**src/rtl/pipe_pkg.sv**
```systemverilog
// Shared pipeline definitions: skid-stage state encoding and the field layout
// of every inter-stage bundle (IF/ID, ID/EX, EX/MEM, MEM/WB).
package pipe_pkg;

    localparam logic [1:0] ST_EMPTY = 2'd0;
    localparam logic [1:0] ST_ONE   = 2'd1;
    localparam logic [1:0] ST_FULL  = 2'd2;

    // IF/ID: PC+4, Instr
    localparam int unsigned IFID_W          = 64;
    localparam int unsigned IFID_PC4_LSB    = 32;
    localparam int unsigned IFID_PC4_W      = 32;
    localparam int unsigned IFID_INSTR_LSB  = 0;
    localparam int unsigned IFID_INSTR_W    = 32;

    // ID/EX: 9 control bits, PC+4, Rdata1, Rdata2, Imm, Rt, Rd
    localparam int unsigned IDEX_W          = 147;
    localparam int unsigned IDEX_CTRL_LSB   = 138;
    localparam int unsigned IDEX_CTRL_W     = 9;
    localparam int unsigned IDEX_PC4_LSB    = 106;
    localparam int unsigned IDEX_RDATA1_LSB = 74;
    localparam int unsigned IDEX_RDATA2_LSB = 42;
    localparam int unsigned IDEX_IMM_LSB    = 10;
    localparam int unsigned IDEX_RT_LSB     = 5;
    localparam int unsigned IDEX_RD_LSB     = 0;
    localparam int unsigned IDEX_REG_W      = 5;

    // EX/MEM: 6 control bits (incl. Zero), branch target, ALUresult, write data, Reg_Dst
    localparam int unsigned EXMEM_W          = 107;
    localparam int unsigned EXMEM_CTRL_LSB   = 101;
    localparam int unsigned EXMEM_CTRL_W     = 6;
    localparam int unsigned EXMEM_BTGT_LSB   = 69;
    localparam int unsigned EXMEM_ALURES_LSB = 37;
    localparam int unsigned EXMEM_WDATA_LSB  = 5;
    localparam int unsigned EXMEM_REGDST_LSB = 0;
    localparam int unsigned EXMEM_REGDST_W   = 5;

    // MEM/WB: MemtoReg, RegWrite, Rdata, ALUresult, Reg_Dst
    localparam int unsigned MEMWB_W            = 71;
    localparam int unsigned MEMWB_MEMTOREG_BIT = 70;
    localparam int unsigned MEMWB_REGWRITE_BIT = 69;
    localparam int unsigned MEMWB_RDATA_LSB    = 37;
    localparam int unsigned MEMWB_RDATA_W      = 32;
    localparam int unsigned MEMWB_ALURES_LSB   = 5;
    localparam int unsigned MEMWB_ALURES_W     = 32;
    localparam int unsigned MEMWB_REGDST_LSB   = 0;
    localparam int unsigned MEMWB_REGDST_W     = 5;

    function automatic logic [MEMWB_W-1:0] memwb_pack(
        input logic        memtoreg,
        input logic        regwrite,
        input logic [31:0] rdata,
        input logic [31:0] alu_result,
        input logic [4:0]  reg_dst
    );
        return {memtoreg, regwrite, rdata, alu_result, reg_dst};
    endfunction

endpackage

```
**src/rtl/pipe_data_reg.sv**
```systemverilog
// Enable-loaded payload register with async reset and synchronous clear
// (clear wins over load).
module pipe_data_reg #(
    parameter int unsigned DATA_W = 71
) (
    input  logic              i_clk,
    input  logic              i_rstn,
    input  logic              i_clr,
    input  logic              i_en,
    input  logic [DATA_W-1:0] i_d,
    output logic [DATA_W-1:0] o_q
);

    always_ff @(posedge i_clk or negedge i_rstn) begin
        if (!i_rstn) begin
            o_q <= '0;
        end else if (i_clr) begin
            o_q <= '0;
        end else if (i_en) begin
            o_q <= i_d;
        end
    end

endmodule

```
**src/rtl/pipe_skid_stage.sv**
```systemverilog
// Inter-stage pipeline register with valid/ready handshake, 2-entry skid
// buffer and synchronous flush. Ready/valid depend only on registered state.
module pipe_skid_stage
    import pipe_pkg::*;
#(
    parameter int unsigned DATA_W       = MEMWB_W,
    parameter bit          CLR_ON_FLUSH = 1'b1
) (
    input  logic              i_clk,
    input  logic              i_rstn,
    input  logic              i_flush,
    input  logic              i_valid,
    output logic              o_ready,
    input  logic [DATA_W-1:0] i_data,
    output logic              o_valid,
    input  logic              i_ready,
    output logic [DATA_W-1:0] o_data,
    output logic [1:0]        o_count
);

    logic [1:0]        state_q;
    logic [1:0]        state_d;
    logic              in_fire;
    logic              out_fire;
    logic              main_en;
    logic              main_from_skid;
    logic              skid_en;
    logic              data_clr;
    logic [DATA_W-1:0] main_d;
    logic [DATA_W-1:0] skid_q;

    assign o_ready  = (state_q != ST_FULL);
    assign o_valid  = (state_q != ST_EMPTY);
    // State encoding equals the number of held entries.
    assign o_count  = state_q;

    assign in_fire  = i_valid & o_ready;
    assign out_fire = o_valid & i_ready;
    assign data_clr = i_flush & CLR_ON_FLUSH;
    assign main_d   = main_from_skid ? skid_q : i_data;

    always_ff @(posedge i_clk or negedge i_rstn) begin
        if (!i_rstn) begin
            state_q <= ST_EMPTY;
        end else begin
            state_q <= state_d;
        end
    end

    // Flush overrides every handshake; a coincident out_fire still completes.
    always_comb begin
        state_d        = state_q;
        main_en        = 1'b0;
        main_from_skid = 1'b0;
        skid_en        = 1'b0;
        if (i_flush) begin
            state_d = ST_EMPTY;
        end else begin
            case (state_q)
                ST_EMPTY: begin
                    if (in_fire) begin
                        main_en = 1'b1;
                        state_d = ST_ONE;
                    end
                end
                ST_ONE: begin
                    if (in_fire && out_fire) begin
                        main_en = 1'b1;
                    end else if (in_fire) begin
                        skid_en = 1'b1;
                        state_d = ST_FULL;
                    end else if (out_fire) begin
                        state_d = ST_EMPTY;
                    end
                end
                ST_FULL: begin
                    if (out_fire) begin
                        main_en        = 1'b1;
                        main_from_skid = 1'b1;
                        state_d        = ST_ONE;
                    end
                end
                default: begin
                    state_d = ST_EMPTY;
                end
            endcase
        end
    end

    pipe_data_reg #(.DATA_W(DATA_W)) u_main (
        .i_clk  (i_clk),
        .i_rstn (i_rstn),
        .i_clr  (data_clr),
        .i_en   (main_en),
        .i_d    (main_d),
        .o_q    (o_data)
    );

    pipe_data_reg #(.DATA_W(DATA_W)) u_skid (
        .i_clk  (i_clk),
        .i_rstn (i_rstn),
        .i_clr  (data_clr),
        .i_en   (skid_en),
        .i_d    (i_data),
        .o_q    (skid_q)
    );

endmodule
```
**config.mk**
```make
export PLATFORM = sky130hd
export DESIGN_NAME = pipe_skid_stage
export DESIGN_NICKNAME = d
export VERILOG_FILES = /design/src/rtl/pipe_pkg.sv /design/src/rtl/pipe_data_reg.sv /design/src/rtl/pipe_skid_stage.sv
export SDC_FILE = /design/constraint.sdc
export NUM_CORES = 1
export LEC_CHECK = 0
export ABC_AREA = 1
export CORE_MARGIN = 8
export CORE_UTILIZATION = 25
export CTS_BUF_LIST = sky130_fd_sc_hd__clkbuf_16
export DETAILED_ROUTE_END_ITERATION = 8
export GPL_TIMING_DRIVEN = 0
export PLACE_DENSITY = 0.56
export SLEW_MARGIN = 20
export SYNTH_ARGS = -nofsm -noshare
export SYNTH_HDL_FRONTEND = slang
export SYNTH_HIERARCHICAL = 1
export SYNTH_SLANG_ARGS = --single-unit
```
**constraint.sdc**
```tcl
create_clock -name i_clk -period 2.1 [get_ports i_clk]
set_input_delay 0.42 -clock i_clk [delete_from_list [all_inputs] [get_ports i_clk]]
set_output_delay 0.42 -clock i_clk [all_outputs]
set_load 0.05 [all_outputs]
```
==> summary.log <==
[clock_tree] quantity of gates resized following cts 5
[synthesis] count of library flops with an enable pin 0
[synthesis] most used flip-flop cell after synthesis sky130_fd_sc_hd__dfrtp_1
[floorplan] core box area 27700 um^2
[finish] Area growth syn-to-layout 37.3%
[critical_path] required arrival time at the worst endpoint 1.68 ns
[global_route] number of antenna violations at the first check in global routing 0
[clock_tree] number of clock buffers inserted by TritonCTS 17
[run_status] status finished clean
[synthesis] cell with the most instances after synthesis sky130_fd_sc_hd__nand2_1
[synthesis] area of the mapped netlist 7000 um^2
[critical_path] dominant delay contributor by cell family on the critical path buffers and inverters
[finish] number of nets in the finished design 1119
[global_route] GR Util All Layers 0.131
[synthesis] cell count listed in synth_stat.txt 872
[finish] Clock-cell share 0.0620
[clock_tree] number of levels in the clock H-tree 4
[synthesis] chip area line of the yosys report 7000 um^2
[final_timing] number of setup violations in the final report 0
[pwr] overall power of the completed layout 7.41 mW
[finish] share of final-layout standard cells stronger than drive strength 1 0.100
[placement] post-place instance area 9000 um^2
[finish] post-route non-filler standard cell count 1435
[pwr] clock distribution power 3.14 mW
[floorplan] Die Outline Area 33600 um^2
[synthesis] proportion of synthesized area in mux cells 0
[critical_path] cell with the largest stage delay on the worst path sky130_fd_sc_hd__clkdlybuf4s50_1
[floorplan] initial core utilization 0.253
[finish] registers 144
[critical_path] worst setup path end o_data[4]
[critical_path] R2R setup slack 0.29 ns
[finish] buffers outside the clock class 211
[pwr] peak supply drop 0.400 mV
[clock_tree] clock latency of the later-clocked register in the worst-skew pair 0.42 ns
[final_timing] number of max-slew violations in the final report 0
[detailed_routing] vias per std cell 4.28
[pwr] Leak Pwr 4.87 nW
[floorplan] tap cell instance count 378
[critical_path] path depth of the worst reg2reg path 10
[critical_path] reg-to-reg critical path startpoint o_count[0]
[clock_tree] number of buffers on the longest clock path 2
[synthesis] XOR/XNOR share of the synthesized area 0
[detailed_routing] wire length after detailed routing 21700 um
[detailed_routing] antenna-violating nets left 0
==> images/layers.png <==
(1.5 px per um) Two of the layers only.
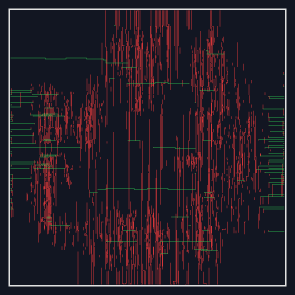
[red] M2 | wire length: 10200 um
[green] M3 | wire length: 1140 um

==> images/pinout.png <==
(2 px per um) Pins as bars across the die edge, other pins in grey.
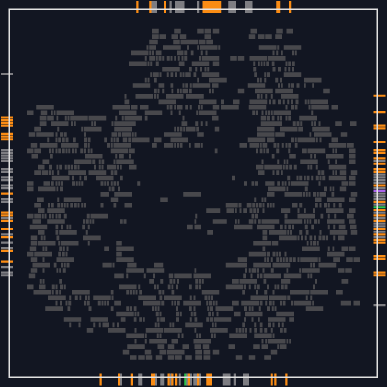
[purple] i_valid | pins: 1 | direction: input | edge: east
[orange] o_data | pins: 71 | direction: output | edge: 24 east, 16 south, 16 north, 15 west
[green] o_count | pins: 2 | direction: output | edge: 1 south, 1 east
count of input and output buffers: 150
die y size: 183 um
width of the chip: 183 um

==> images/port_trees.png <==
(1.5 px per um)
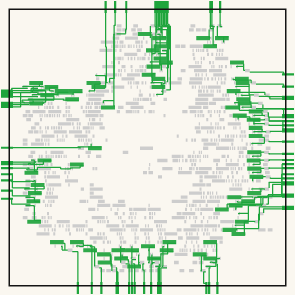
[green] o_data | bits: 71 | direction: output | edge: 24 east, 16 south, 16 north, 15 west | end cells: 71 | buffers: 71 | wire: 2640 um
boundary pin count: 151

Power is estimated from default activity; no workload was simulated.
